File: config.mk
export PLATFORM = sky130hd
export DESIGN_NAME = serial_addsub_ctrl
export DESIGN_NICKNAME = d
export VERILOG_FILES = /design/src/rtl/serial_addsub_ctrl.sv
export SDC_FILE = /design/constraint.sdc
export NUM_CORES = 1
export LEC_CHECK = 0
export CORE_UTILIZATION = 48
export CTS_BUF_LIST = sky130_fd_sc_hd__clkbuf_16
export CTS_CLUSTER_DIAMETER = 120
export DETAILED_ROUTE_END_ITERATION = 8
export GPL_TIMING_DRIVEN = 0
export PLACE_DENSITY = 0.85
export SLEW_MARGIN = 10
export SYNTH_ARGS = -nofsm -noshare
export SYNTH_HDL_FRONTEND = slang
export SYNTH_SLANG_ARGS = --single-unit
File: constraint.sdc
create_clock -name CLK -period 1.4 [get_ports CLK]
set_input_delay 0.21 -clock CLK [delete_from_list [all_inputs] [get_ports CLK]]
set_output_delay 0.21 -clock CLK [all_outputs]
set_load 0.01 [all_outputs]
File: src/rtl/serial_addsub_ctrl.sv
// Bit-serial add/subtract: one full adder is reused for WIDTH cycles, LSB first,
// behind a start/done handshake. Subtract is A + ~B + 1 (inverted B, carry-in 1).

module FULL_ADDER (
  input  logic A,
  input  logic B,
  input  logic CI,
  output logic S,
  output logic CO
);
  assign S  = A ^ B ^ CI;
  assign CO = (A & B) | (CI & (A ^ B));
endmodule

module serial_addsub_ctrl #(
  parameter int WIDTH = 32
) (
  input  logic             CLK,
  input  logic             RST,
  input  logic             START,
  input  logic             SnA,
  input  logic [WIDTH-1:0] A,
  input  logic [WIDTH-1:0] B,
  output logic [WIDTH-1:0] R,
  output logic             CO,
  output logic             V,
  output logic             BUSY,
  output logic             DONE
);
  localparam int CW = $clog2(WIDTH) + 1;

  typedef enum logic [1:0] {S_IDLE, S_RUN, S_DONE} state_t;

  state_t           state_q, state_d;
  logic [WIDTH-1:0] a_sr_q, a_sr_d;
  logic [WIDTH-1:0] b_sr_q, b_sr_d;
  logic [WIDTH-1:0] r_sr_q, r_sr_d;
  logic [WIDTH-1:0] r_q, r_d;
  logic             carry_q, carry_d;
  logic             cin_msb_q, cin_msb_d;
  logic             co_q, co_d;
  logic             v_q, v_d;
  logic [CW-1:0]    cnt_q, cnt_d;
  logic             fa_s, fa_co;

  FULL_ADDER u_fa (
    .A  (a_sr_q[0]),
    .B  (b_sr_q[0]),
    .CI (carry_q),
    .S  (fa_s),
    .CO (fa_co)
  );

  always_comb begin
    state_d   = state_q;
    a_sr_d    = a_sr_q;
    b_sr_d    = b_sr_q;
    r_sr_d    = r_sr_q;
    r_d       = r_q;
    carry_d   = carry_q;
    cin_msb_d = cin_msb_q;
    co_d      = co_q;
    v_d       = v_q;
    cnt_d     = cnt_q;
    case (state_q)
      S_IDLE: begin
        if (START) begin
          state_d = S_RUN;
          a_sr_d  = A;
          b_sr_d  = B ^ {WIDTH{SnA}};
          carry_d = SnA;
          cnt_d   = '0;
        end
      end
      S_RUN: begin
        r_sr_d  = {fa_s, r_sr_q[WIDTH-1:1]};
        a_sr_d  = a_sr_q >> 1;
        b_sr_d  = b_sr_q >> 1;
        carry_d = fa_co;
        cnt_d   = cnt_q + CW'(1);
        // MSB step: overflow compares the carry into the MSB with the carry out of it
        if (cnt_q == CW'(WIDTH - 1)) begin
          cin_msb_d = carry_q;
          state_d   = S_DONE;
          r_d       = {fa_s, r_sr_q[WIDTH-1:1]};
          co_d      = fa_co;
          v_d       = cin_msb_d ^ fa_co;
        end
      end
      S_DONE: state_d = S_IDLE;
      default: state_d = S_IDLE;
    endcase
  end

  always_ff @(posedge CLK) begin
    if (RST) begin
      state_q   <= S_IDLE;
      a_sr_q    <= '0;
      b_sr_q    <= '0;
      r_sr_q    <= '0;
      r_q       <= '0;
      carry_q   <= 1'b0;
      cin_msb_q <= 1'b0;
      co_q      <= 1'b0;
      v_q       <= 1'b0;
      cnt_q     <= '0;
    end else begin
      state_q   <= state_d;
      a_sr_q    <= a_sr_d;
      b_sr_q    <= b_sr_d;
      r_sr_q    <= r_sr_d;
      r_q       <= r_d;
      carry_q   <= carry_d;
      cin_msb_q <= cin_msb_d;
      co_q      <= co_d;
      v_q       <= v_d;
      cnt_q     <= cnt_d;
    end
  end

  assign R    = r_q;
  assign CO   = co_q;
  assign V    = v_q;
  assign BUSY = (state_q == S_RUN) || (state_q == S_DONE);
  assign DONE = (state_q == S_DONE);

endmodule

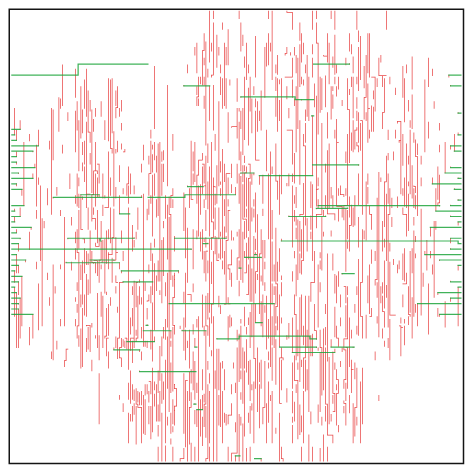
*Metal layers overlaid, run 1*
Scale: 4 px per um. Only two layers are drawn.
legend:
  M2:
    colour: red
    wire_length: 6970 um
  M3:
    colour: green
    wire_length: 666 um
Routed Wire Length: 14.0 mm
average detailed-routed wire length per instance: 14.8 um
Via Count: 5000

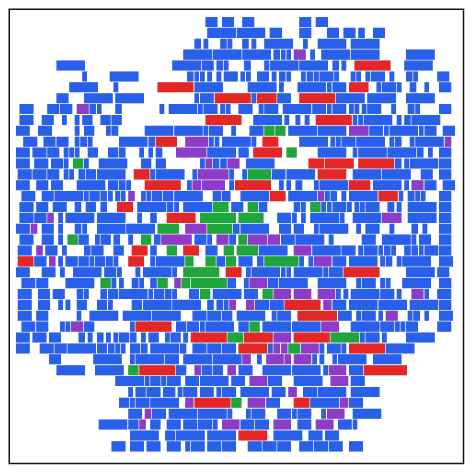
*Cells by drive strength, run 1*
Scale: 4 px per um.
legend:
  x2:
    colour: purple
    cells: 61
    share: 7.6%
  x6 and larger:
    colour: red
    cells: 42
    share: 5.3%
  x1 and smaller:
    colour: blue
    cells: 662
    share: 83%
  x3 and x4:
    colour: green
    cells: 35
    share: 4.4%

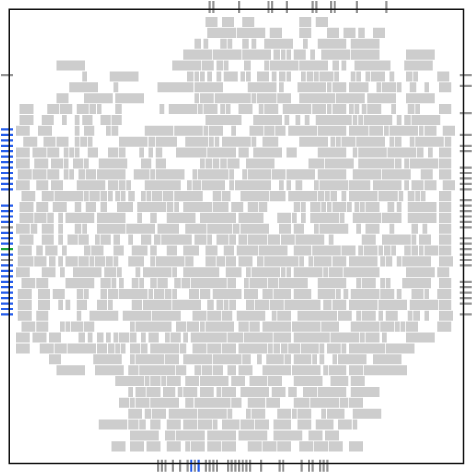
*Ports around the boundary, run 1*
Scale: 4 px per um. Pins as bars across the die edge, other pins in grey.
legend:
  DONE:
    colour: green
    pins: 1
    direction: output
    edge: left
  B:
    colour: blue
    pins: 32
    direction: input
    edge: 30 left, 2 bottom
all pins by edge: 34 left, 29 bottom, 29 right, 12 top

==> impl_metrics.yaml, run 1 <==
# physical design summary
pwr:
  power_leakage_nw: 3.11
  ir_drop_mv: 0.896
  finalPower_w: 0.00993
  power-per-cell-area_nw_per_um2: 1230
final_timing:
  final_period_minus_worst_setup_slack_ns: 1.56
  post-route-period-util: 1.12
  final_hold_viol_count: 0
  setup_ws_ns: -0.162
  fmaxAchievable_mhz: 640
  setup_viol: 132
  rsz0062_at_grt: "yes"
  slew_headroom: 0.539
  worst_hold_slack_ns: 0.320
  worstMarginPinSlew_ns: 0.691
  slew_viol_final: 0
  skew_final_ns: 0.00739
synth:
  syn-instance-count: 657
  yosys-top-cells-count: "dfxtp_1, nand2_1, a21oi_1, nor2_1, mux2i_1"
  most_area_hungry_cell_type_in_the_yosys_netlist: "dfxtp_1"
  ys_chip_area_sq_um: 5930
  ys.warnings.count: 0
  netlist_top_cells_area: "dfxtp_1, mux2i_1, nand2_1, a21oi_1, xnor2_1"
  synth_nets: 730
  netlist.top_cell.by_instances: "dfxtp_1"
  netlist_area_sq_um: 5930
  synth-seq-cells: 138
  enable_flop_cells: 0
  synth_stat.cells: 657
  post_synth_num_cell_types: 31
  yosysSeqAreaShare: 0.466
  synth_largest_type_area_fraction: 0.466
  most_frequently_used_flop_master_after_synthesis: "dfxtp_1"
  average_size_of_a_mapped_cell_sq_um: 9.03
  async_reset_ff_frac: 0
setup_path:
  start_kind: "flip-flop"
  regToRegEndpoint: "cnt_q[2]"
  cp_data_required_time_ns: 1.71
  setup.worst_path.end_class: "flip-flop"
  rr_worst_depth: 7
  reg2reg_slack_ns: -0.16
  worstReg2RegStart: "state_q[0]"
  cp_data_arrival_time_ns: 1.87
  crit_type: "reg2reg"
  worst-path-max-fanout: 8
global_routing:
  grt_first_pass_wirelength_mm: 23.1
  grt_use_total: 0.229
  grt_overflow: 0
  first_global_vias: 4887
  grt_antenna_before_repair: 0
  pin_count_of_the_biggest_net_entering_global_routing: 17
min_path:
  hold_path_end: "cnt_q[4]"
  holdCritStartpoint: "RST"
  hold_path.class: "in2reg"
  min_path_cells: 3
placed_design:
  globalplace.congestion: 0.815
  port-buffer-count: 101
  number_of_placed_instances_with_taps_included: 905
  detailed_place_hpwl_mm: 9.37
  dpl-instance-area_sq_um: 7190
floorplan:
  fp.dieW_um: 113
  design.portCount: 104
  floorplanUtilization: 0.494
  core_sq_um: 12000
  floorplan.die_area_sq_um: 12800
  fp-row-count: 40
  die-height_um: 113
routing:
  dr_wl_met2_mm: 6.97
  drt-pass1-iter-count: 4
  ant_nets: 0
  route.met3.wl_um: 666
  initialDrtViolationCount: 304
  top_signal_layer_used: "met4"
  avgViaCountPerCell: 5.28
  detail_route.drc_violations: 0
  m1_wire_length_mm: 6.12
cts:
  clock-sinks: 138
  htreeDepth: 4
  clk_pin_slew_ns: 0.06
  cts_tree: "done"
  root_buffer: "clkbuf_16"
  worst_skew_pair.late_latency_ns: 0.41
  cts-root-to-sink-buffers: 2
  tritoncts.num_buffers: 17
finish:
  area_growth_syn_to_layout_pct: 36.3
  drive_gt1_frac: 0.173
  antenna_cells: 0
  total_of_fill_cells_in_the_finished_design: 936
  total_area_of_sequential_cells_sq_um: 2770
  logic_area_sq_um: 3030
  final_net_count: 862
  final-instance-count-excl-fill: 947
  final_area_sq_um: 8080
  postLayoutCoreUtil: 0.673
job:
  timing.max_cap.violations: 0
  stage_log_warnings: 31
status:
  outcome: "finished, violations left"
  failed_checks: "setup timing"
==> run 1: layout make-up <==
cell class                 instances  share of cell area
clock buffer                      17              0.0526
sequential                       138               0.343
buffer                            53              0.0573
tap                              147              0.0228
inverter                           4             0.00279
multi-input combinational        461               0.375
clock inverter                    13              0.0110
timing repair buffer             114               0.136
==> run 1: cells in the final DEF, fill, tap and decap left out, types with 7 or more instances in the layout <==
master,n
a211oi_2,19
nand2_1,131
dlygate4sd2_1,34
buf_4,15
a211oi_1,14
nor2_1,61
buf_6,11
buf_2,11
clkdlybuf4s50_1,65
clkbuf_1,14
nor2_2,7
o211ai_1,31
mux2i_1,61
buf_12,7
a21oi_1,63
clkbuf_16,17
dfxtp_1,134
xnor2_1,33
==> run 1: kinds of logic (layout without fill, tap and decap cells) <==
| kind of cell | Yosys count | count (layout) | synth area share |
|---|---|---|---|
| xor gates and xnor gates | 36 | 36 | 0.0532 |
| adders and majority gates | 5 | 5 | 0.0118 |
| muxes | 65 | 66 | 0.110 |
| and+or+nand+nor | 215 | 215 | 0.143 |
| buffers and inverters | 59 | 201 | 0.0532 |
| AOI/OAI and AO/OA | 139 | 139 | 0.163 |
| DFF | 138 | 138 | 0.466 |
==> run 1: routing by layer <==
| layer | vias up | track usage |
|---|---|---|
| met2 | 137 | 0.396 |
| met1 | 2339 | 0.277 |
| met4 | 0 | 0.0754 |
| met5 | - | 0 |
| met3 | 23 | 0.0578 |
| li1 | 2501 | - |
==> run 1: worst max path at each step <==
stage,start,endpoint,slack [ns],cells after the start
finish,state_q[0],cnt_q[2],-0.16,7
global route,state_q[0],cnt_q[2],-0.26,7
CTS,state_q[0],a_sr_q[26],-0.17,6
detailed placement,START,b_sr_q[8],-0.41,6
global placement,START,b_sr_q[20],-0.36,6
floorplan,state_q[1],a_sr_q[14],-0.12,8
==> run 1: flip-flops by register name, summed over array words and instances, names as in the netlist <==
| name | flops |
|---|---|
| V | 1 |
| a_sr_q | 32 |
| R | 32 |
| state_q | 2 |
| b_sr_q | 32 |
| carry_q | 1 |
| cnt_q | 6 |
| CO | 1 |
| r_sr_q | 31 |
==> run 1: worst max-delay path, cell delays in order (launching register included) <==
cell and delay (ns):
dfxtp_4 0.38, inv_4 0.04, ha_4 0.18, mux2_4 0.36, buf_12 0.17, nand2_1 0.08, xor2_1 0.19, nor2_1 0.06
==> run 1: power breakdown <==
part / internal [W] / switching (W) / total (W) / leakage, nW
Combinational: 0.000856 / 0.000838 / 0.00169 / 1.72
Clock: 0.00236 / 0.00158 / 0.00394 / 0.257
Sequential: 0.00415 / 0.000137 / 0.00429 / 1.13
Total: 0.00737 / 0.00255 / 0.00993 / 3.11
==> run 1: timing repair <==
action,in CTS,in global routing
pin swaps,5,7
cloned,3,0
endpoints found under the setup margin,171,138
hold buffers,0,0
gates resized,95,46
buffers inserted,11,0
==> run 1: through the flow <==
step | TNS, ns | setup slack, ns
2_1_floorplan | -5.24 | -0.115
3_3_place_gp | -31.75 | -0.361
3_5_place_dp | -34.70 | -0.412
4_1_cts | -7.12 | -0.169
5_1_grt | -16.38 | -0.259
6_report | -7.82 | -0.162
### Cell outlines without signal wires, run 1

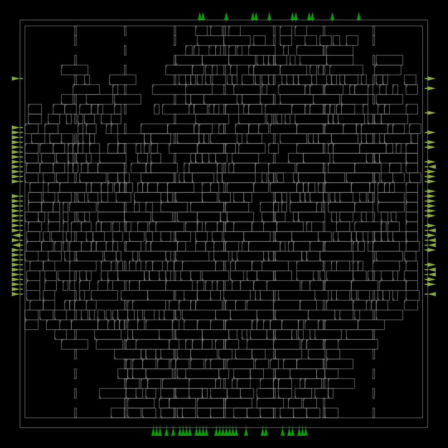

## Run 2: what changed since run 1
--- a/config.mk
+++ b/config.mk
@@ -5,12 +5,12 @@
 export SDC_FILE = /design/constraint.sdc
 export NUM_CORES = 1
 export LEC_CHECK = 0
-export CORE_UTILIZATION = 48
+export CORE_UTILIZATION = 46
 export CTS_BUF_LIST = sky130_fd_sc_hd__clkbuf_16
 export CTS_CLUSTER_DIAMETER = 120
 export DETAILED_ROUTE_END_ITERATION = 8
 export GPL_TIMING_DRIVEN = 0
-export PLACE_DENSITY = 0.85
+export PLACE_DENSITY = 0.82
 export SLEW_MARGIN = 10
 export SYNTH_ARGS = -nofsm -noshare
 export SYNTH_HDL_FRONTEND = slang
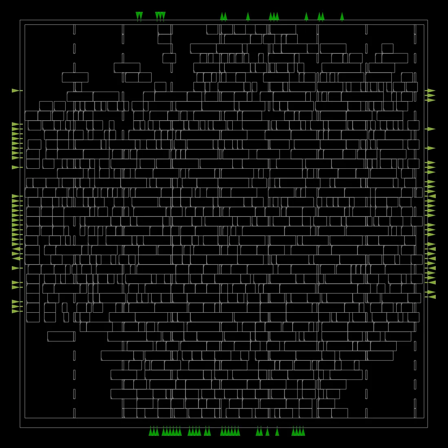
*Cell outlines without signal wires, run 2*
area of the core region: 12600 sq um
total of fill cells in the finished design: 918
Core Util, Final: 0.696
final sequential cell count: 138
std cell rows: 41

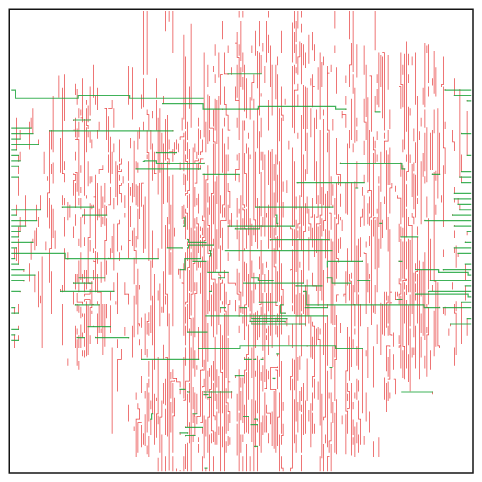
*Metal layers overlaid, run 2*
Scale: 4 px per um. Only two layers are drawn.
legend:
  M2:
    colour: red
    wire_length: 8550 um
  M3:
    colour: green
    wire_length: 933 um
Via Count: 5344
average detailed-routed wire length per instance: 16.8 um

==> run 2 against run 1 <==
The run still ends with setup timing left. Maximum frequency fell by 2.6%. Worst hold slack improved by 0.037 ns. Register-to-register slack got worse by 0.04 ns. Synthesized cell count did not move. First-iteration DRC count rose by 32%. Via count rose by 6.9%. Flip-flop count did not move. Die size rose by 4.3%. Worst setup slack got worse by 0.042 ns. Non-clock buffer count rose by 18. Clock-buffer cell count did not move. Clock skew rose by 0.0027 ns. Largest cell class unchanged. Largest power group is now the clock network.
==> impl_metrics.yaml, run 2 <==
# physical design summary
setup_path:
  cp_data_arrival_time_ns: 1.87
  crit_path_frequent_cell: "buf_6"
  crit_type: "reg2reg"
  start_kind: "flip-flop"
  cp_slowest_stage_delay_ns: 0.36
  crit_path_buffers_inverters: 3
  critPathTopFamily: "flip-flops"
  worstPathCellList: "inv_4, ha_4, buf_6, mux2_2, buf_6, nor2_1, a211oi_2"
  cpMaxStageDelayCell: "dfxtp_2"
  worst-path-max-fanout: 10
  cp_data_required_time_ns: 1.67
  setup.worst_path.end_class: "flip-flop"
pwr:
  power_leakage_nw: 3.46
  relative_contribution_of_sequential_cells_to_total_power: 0.387
  finalPower_w: 0.0111
  p_sw_frac: 0.252
  power-per-cell-area_nw_per_um2: 1270
  power.internal_w: 0.00833
  comb_power_share: 0.174
  pwr-share-clk: 0.439
  ir_drop_mv: 0.906
  p_sw_w: 0.00281
final_timing:
  fin_tns_setup_ns: -15.07
  worst_hold_slack_ns: 0.357
  post-route-period-util: 1.15
  rsz0062_at_grt: "yes"
  setup_ws_ns: -0.205
  final_period_minus_worst_setup_slack_ns: 1.60
  slew_headroom: 0.478
  setup_viol: 128
  final_hold_viol_count: 0
  worstMarginPinSlew_ns: 0.783
  fmaxAchievable_mhz: 623
  skew_final_ns: 0.0101
  slew_viol_final: 0
synth:
  most_area_hungry_cell_type_in_the_yosys_netlist: "dfxtp_1"
  yosys-top-cells-count: "dfxtp_1, nand2_1, a21oi_1, nor2_1, mux2i_1"
  netlist_area_sq_um: 5930
  synth_largest_type_area_fraction: 0.466
  async_reset_ff_frac: 0
  netlist.top_cell.by_instances: "dfxtp_1"
  ys.warnings.count: 0
  synth_nets: 730
  synth_stat.cells: 657
  average_size_of_a_mapped_cell_sq_um: 9.03
  netlist_top_cells_area: "dfxtp_1, mux2i_1, nand2_1, a21oi_1, xnor2_1"
  post_synth_num_cell_types: 31
  syn-instance-count: 657
  ys_chip_area_sq_um: 5930
  yosysSeqAreaShare: 0.466
  synth-seq-cells: 138
  most_frequently_used_flop_master_after_synthesis: "dfxtp_1"
  enable_flop_cells: 0
cts:
  worst_skew_pair.late_latency_ns: 0.42
  htreeDepth: 4
  cts-root-to-sink-buffers: 2
  cts_tree: "done"
  clk_pin_slew_ns: 0.06
  clock-sinks: 138
  root_buffer: "clkbuf_16"
  tritoncts.num_buffers: 17
finish:
  layout_top_cells_excl_fill_tap: "dfxtp_1, nand2_1, clkdlybuf4s50_1"
  antenna_cells: 0
  final_net_count: 881
  layout.cells.most_common: "dfxtp_1"
  area_growth_syn_to_layout_pct: 48.0
  drive_gt1_frac: 0.246
  final-instance-count-excl-fill: 993
  total_area_of_sequential_cells_sq_um: 2770
  logic_area_sq_um: 3210
routing:
  ant_nets: 0
  route.met3.wl_um: 933
  drt-pass1-iter-count: 5
  m1_wire_length_mm: 6.76
  initialDrtViolationCount: 400
  postRouteWirelength_mm: 16.7
  dr_wl_met2_mm: 8.55
  top_signal_layer_used: "met4"
  detail_route.drc_violations: 0
  avgViaCountPerCell: 5.38
job:
  stage_log_warnings: 31
  timing.max_cap.violations: 0
floorplan:
  floorplanUtilization: 0.470
  die-height_um: 116
  design.portCount: 104
  floorplan.die_area_sq_um: 13400
  fp.dieW_um: 116
status:
  outcome: "finished, violations left"
  failed_checks: "setup timing"
placed_design:
  detailed_place_hpwl_mm: 9.31
  globalplace.congestion: 0.833
  number_of_placed_instances_with_taps_included: 930
  port-buffer-count: 101
global_routing:
  grt_antenna_before_repair: 0
  grt_first_pass_wirelength_mm: 25.8
  grt_use_total: 0.251
  pin_count_of_the_biggest_net_entering_global_routing: 17
  grt_overflow: 0
  first_global_vias: 5272
min_path:
  hold_path.class: "in2reg"
## run 2: netlist changes by cell type in the layout (fill, tap and decap cells not counted), moves of 5 or more
cell | before | now
a21oi_2 | 6 | 19
nand2_4 | 0 | 7
a21oi_1 | 63 | 50
a211oi_1 | 14 | 9
clkinv_1 | 5 | 0
nor2_1 | 61 | 53
nand2_1 | 131 | 118
a211oi_2 | 19 | 24
nand2_2 | 1 | 7
nor2_2 | 7 | 13
buf_6 | 11 | 17
## run 2: final timing paths
path	startpoint	endpoint	slack (ns)	cells after the start
max	state_q[1]	a_sr_q[14]	-0.20	7
min	RST	cnt_q[4]	0.36	3
max reg2reg	state_q[1]	a_sr_q[14]	-0.20	7
min reg2reg	R[17]	R[17]	0.45	2
## run 2: kinds of logic after synthesis
family	after synthesis	synth area share
AND/OR/NAND/NOR	215	0.143
buffers and inverters	59	0.0532
multiplexers	65	0.110
AND-OR/OR-AND	139	0.163
XOR/XNOR	36	0.0532
adder cells (fa/ha/maj)	5	0.0118
flip-flops	138	0.466
## run 2: final cells by class
type / instances / area share
Multi-Input combinational cell: 462 / 0.366
Timing Repair Buffer: 132 / 0.161
Buffer: 53 / 0.0564
Tap cell: 172 / 0.0245
Sequential cell: 138 / 0.316
Clock inverter: 15 / 0.0255
Inverter: 4 / 0.00256
Clock buffer: 17 / 0.0484
## run 2: per-layer routing
layer | vias to the layer above | track usage
met5 | - | 0
met4 | 0 | 0.0857
met3 | 42 | 0.0581
met2 | 209 | 0.451
met1 | 2552 | 0.292
li1 | 2541 | -
## run 2: per-stage QoR
step | util | worst slack (ns) | cell area, sq um
floorplan | - | -0.115 | 5990
global placement | 0.572 | -0.348 | 7220
detailed placement | 0.572 | -0.363 | 7220
CTS | 0.675 | -0.153 | 8520
global route | 0.696 | -0.261 | 8780
finish | 0.696 | -0.205 | 8780
## run 2: worst register-to-register path, delay by kind of cell, from the launching register on
| family | cells | cell delay, ns |
|---|---|---|
| AOI/OAI and AO/OA | 1 | 0.07 |
| adders and majority gates | 1 | 0.18 |
| buffers and inverters | 3 | 0.36 |
| DFF | 1 | 0.36 |
| muxes | 1 | 0.32 |
| and+or+nand+nor | 1 | 0.16 |
## run 2: power by group through the flow
stage | Sequential, W | Clock, W | Combinational (W)
after global routing | 0.00432 | 0.00511 | 0.00207
final | 0.00430 | 0.00489 | 0.00194
after detailed placement | 0.00436 | 0 | 0.00147
after global placement | 0.00435 | 0 | 0.00144
after floorplan | 0.00432 | 0 | 0.00105
after CTS | 0.00428 | 0.00492 | 0.00178
## run 2: repair_timing
action,in CTS,in global routing
setup endpoints to repair,171,135
pin swaps,14,17
setup buffers,19,4
cloned,12,1
gates resized,129,77
hold buffers,0,0
### Port wiring, run 2

Scale: 2 px per um.
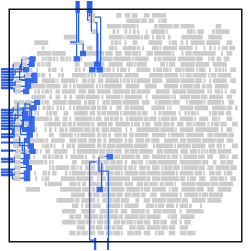

## Run 3: what changed since run 2
--- a/config.mk
+++ b/config.mk
@@ -11,7 +11,8 @@
 export DETAILED_ROUTE_END_ITERATION = 8
 export GPL_TIMING_DRIVEN = 0
 export PLACE_DENSITY = 0.82
-export SLEW_MARGIN = 10
+export SLEW_MARGIN = 30
 export SYNTH_ARGS = -nofsm -noshare
 export SYNTH_HDL_FRONTEND = slang
 export SYNTH_SLANG_ARGS = --single-unit
+export TNS_END_PERCENT = 10
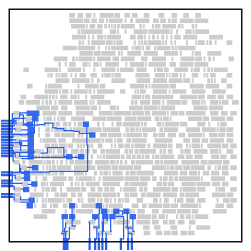
*Port wiring, run 3*
Scale: 2 px per um.
legend:
  B:
    colour: blue
    bits: 32
    direction: input
    edge: 21 left, 11 bottom
    end_cells: 32
    buffers: 32
    wire: 520 um
count of boundary I/O pins: 104
port buffer count: 101

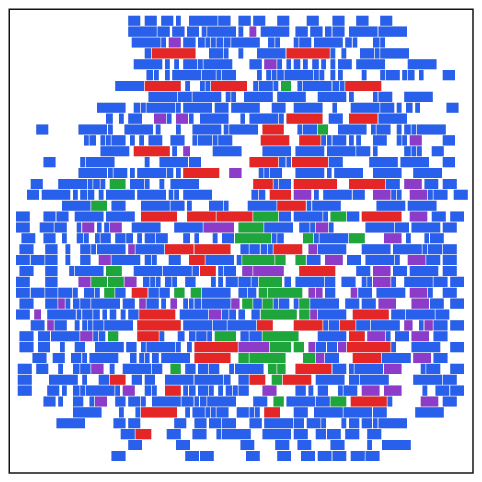
*Cells by drive strength, run 3*
Scale: 4 px per um.
final instance area: 8390 sq um
count of plain and timing-repair buffers in the layout: 167

==> run 3 against run 2 <==
The flow still finishes with violations (setup timing). Synthesized cell count unchanged. First-iteration DRC count is 13% lower. Power down 0.63%. Combinational power decreased by 8%. Cell count down 1.9%. Largest power group unchanged.
==> impl_metrics.yaml, run 3 <==
# physical design summary
setup_path:
  cp_data_required_time_ns: 1.70
  reg2reg_slack_ns: -0.20
  worstReg2RegStart: "state_q[1]"
  start_kind: "flip-flop"
  worst-path-max-fanout: 9
  regToRegEndpoint: "a_sr_q[5]"
  crit_type: "reg2reg"
  setup.worst_path.end_class: "flip-flop"
  rr_worst_depth: 7
  cp_data_arrival_time_ns: 1.90
routing:
  initialDrtViolationCount: 348
  avgViaCountPerCell: 5.09
  detail_route.drc_violations: 0
  via_count: 4957
  drt-pass1-iter-count: 4
  post_drt_wl_per_cell_um: 14.5
  ant_nets: 0
  postRouteWirelength_mm: 14.1
finish:
  layout_top_cells_excl_fill_tap: "dfxtp_1, nand2_1, clkdlybuf4s50_1"
  antenna_cells: 0
  logic_area_sq_um: 3100
  final_net_count: 862
  layout.cells.most_common: "dfxtp_1"
  drive_gt1_frac: 0.191
  area_growth_syn_to_layout_pct: 41.4
  postLayoutCoreUtil: 0.665
  final-instance-count-excl-fill: 974
  total_area_of_sequential_cells_sq_um: 2770
  total_of_fill_cells_in_the_finished_design: 1021
min_path:
  holdCritStartpoint: "RST"
  min_path_cells: 3
  hold_path_end: "cnt_q[4]"
  hold_path.class: "in2reg"
placed_design:
  dpl-instance-area_sq_um: 7200
  globalplace.congestion: 0.802
  detailed_place_hpwl_mm: 9.01
  number_of_placed_instances_with_taps_included: 930
  pre_cts_slack_ns: -0.396
global_routing:
  first_global_vias: 4711
  grt_first_pass_wirelength_mm: 22.0
  grt_antenna_before_repair: 0
  grt_overflow: 0
  pin_count_of_the_biggest_net_entering_global_routing: 17
  grt_use_total: 0.212
synth:
  synth_adder_area_share: 0.0118
  netlist_area_sq_um: 5930
  most_area_hungry_cell_type_in_the_yosys_netlist: "dfxtp_1"
  top_non_seq_family: "AND-OR/OR-AND gates"
  enable_flop_cells: 0
  synthAoiAreaFrac: 0.163
  ys.warnings.count: 0
  synth_nets: 730
  post_synth_num_cell_types: 31
  yosys.area_share.simple: 0.143
  syn-instance-count: 657
  average_size_of_a_mapped_cell_sq_um: 9.03
  netlist.top_cell.by_instances: "dfxtp_1"
  synth-seq-cells: 138
  synth_stat.cells: 657
  ys_chip_area_sq_um: 5930
  ys_sh_xor: 0.0532
  async_reset_ff_frac: 0
  yosysSeqAreaShare: 0.466
  post_synth_mux_area_share: 0.110
  yosys-top-cells-count: "dfxtp_1, nand2_1, a21oi_1, nor2_1, mux2i_1"
  netlist_top_cells_area: "dfxtp_1, mux2i_1, nand2_1, a21oi_1, xnor2_1"
  synth_largest_type_area_fraction: 0.466
  most_frequently_used_flop_master_after_synthesis: "dfxtp_1"
status:
  outcome: "finished, violations left"
  failed_checks: "setup timing"
floorplan:
  fp.dieW_um: 116
  core_sq_um: 12600
  fp-row-count: 41
  die-height_um: 116
  floorplan.die_area_sq_um: 13400
  floorplanUtilization: 0.470
cts:
  htreeDepth: 4
  clock-sinks: 138
  cts-root-to-sink-buffers: 2
  cts_tree: "done"
  worst_skew_pair.late_latency_ns: 0.42
  tritoncts.num_buffers: 17
  clk_pin_slew_ns: 0.06
  root_buffer: "clkbuf_16"
job:
  stage_log_warnings: 31
  timing.max_cap.violations: 0
pwr:
  power_leakage_nw: 3.23
  power-per-cell-area_nw_per_um2: 1320
  finalPower_w: 0.0111
  relative_contribution_of_sequential_cells_to_total_power: 0.389
  ir_drop_mv: 0.784
  p_sw_w: 0.00269
  power.internal_w: 0.00838
  p_sw_frac: 0.243
  pwr-share-clk: 0.450
  comb_power_share: 0.161
final_timing:
  final_period_minus_worst_setup_slack_ns: 1.60
  setup_ws_ns: -0.198
  post-route-period-util: 1.14
  skew_final_ns: 0.00700
  fmaxAchievable_mhz: 626
  final_hold_viol_count: 0
  slew_headroom: 0.540
  worstMarginPinSlew_ns: 0.691
  slew_viol_final: 0
  rsz0062_at_grt: "yes"
  setup_viol: 75
==> run 3: cell counts after synthesis <==
No cell type changed its count.
==> run 3: timing repair <==
action | in CTS | in global routing
resized | 87 | 86
hold buffers | 0 | 0
pin swaps | 3 | 15
gates cloned | 2 | 1
setup buffers | 8 | 3
setup endpoints to repair | 174 | 138
==> run 3: kinds of logic (layout without fill, tap and decap cells) <==
logic type	count (synthesis)	in the layout
adder cells (fa/ha/maj)	5	5
buffers and inverters	59	203
flip-flops	138	138
multiplexers	65	66
AND-OR/OR-AND	139	139
XOR/XNOR	36	36
AND/OR/NAND/NOR	215	215
==> run 3: power groups by stage <==
stage	clock network (W)	registers (W)	logic, W
global route	0.00521	0.00433	0.00193
detailed placement	0	0.00436	0.00146
CTS	0.00502	0.00428	0.00157
finish	0.00498	0.00430	0.00179
floorplan	0	0.00432	0.00104
global placement	0	0.00435	0.00143
==> run 3: how the worst max path moves through the flow <==
stage	from	to	slack, ns
6_report	state_q[1]	a_sr_q[5]	-0.20
3_3_place_gp	START	b_sr_q[14]	-0.35
5_1_grt	state_q[0]	a_sr_q[5]	-0.24
4_1_cts	state_q[0]	a_sr_q[26]	-0.14
3_5_place_dp	START	b_sr_q[17]	-0.40
2_1_floorplan	state_q[1]	a_sr_q[14]	-0.12
==> run 3: layout make-up <==
type,count,area share
inverter,4,0.00269
timing repair buffer,114,0.136
tap,172,0.0257
clock buffer,17,0.0507
buffer,53,0.0571
multi-input combinational,461,0.370
sequential,138,0.330
clock inverter,15,0.0275
==> run 3: per-layer routing <==
| layer | global-route usage | wire length [um] | vias up |
|---|---|---|---|
| li1 | - | - | 2506 |
| met1 | 0.268 | 6390 | 2306 |
| met2 | 0.347 | 6830 | 123 |
| met3 | 0.0502 | 650 | 22 |
| met4 | 0.0848 | 241 | 0 |
| met5 | 0 | 0 | - |
==> run 3: metrics by stage <==
step	TNS, ns	hold slack [ns]
2_1_floorplan	-6.62	0.375
3_3_place_gp	-35.17	0.437
3_5_place_dp	-38.76	0.446
4_1_cts	-5.34	0.295
5_1_grt	-13.10	0.315
6_report	-7.16	0.297
==> run 3: worst max-delay path, stage by stage (launching register included) <==
cell and delay [ns]:
dfxtp_2 0.33, inv_4 0.07, ha_4 0.23, mux2_4 0.23
buf_12 0.16, buf_6 0.13, nor2_2 0.03, a211oi_1 0.29
Power is estimated from default activity; no workload was simulated.
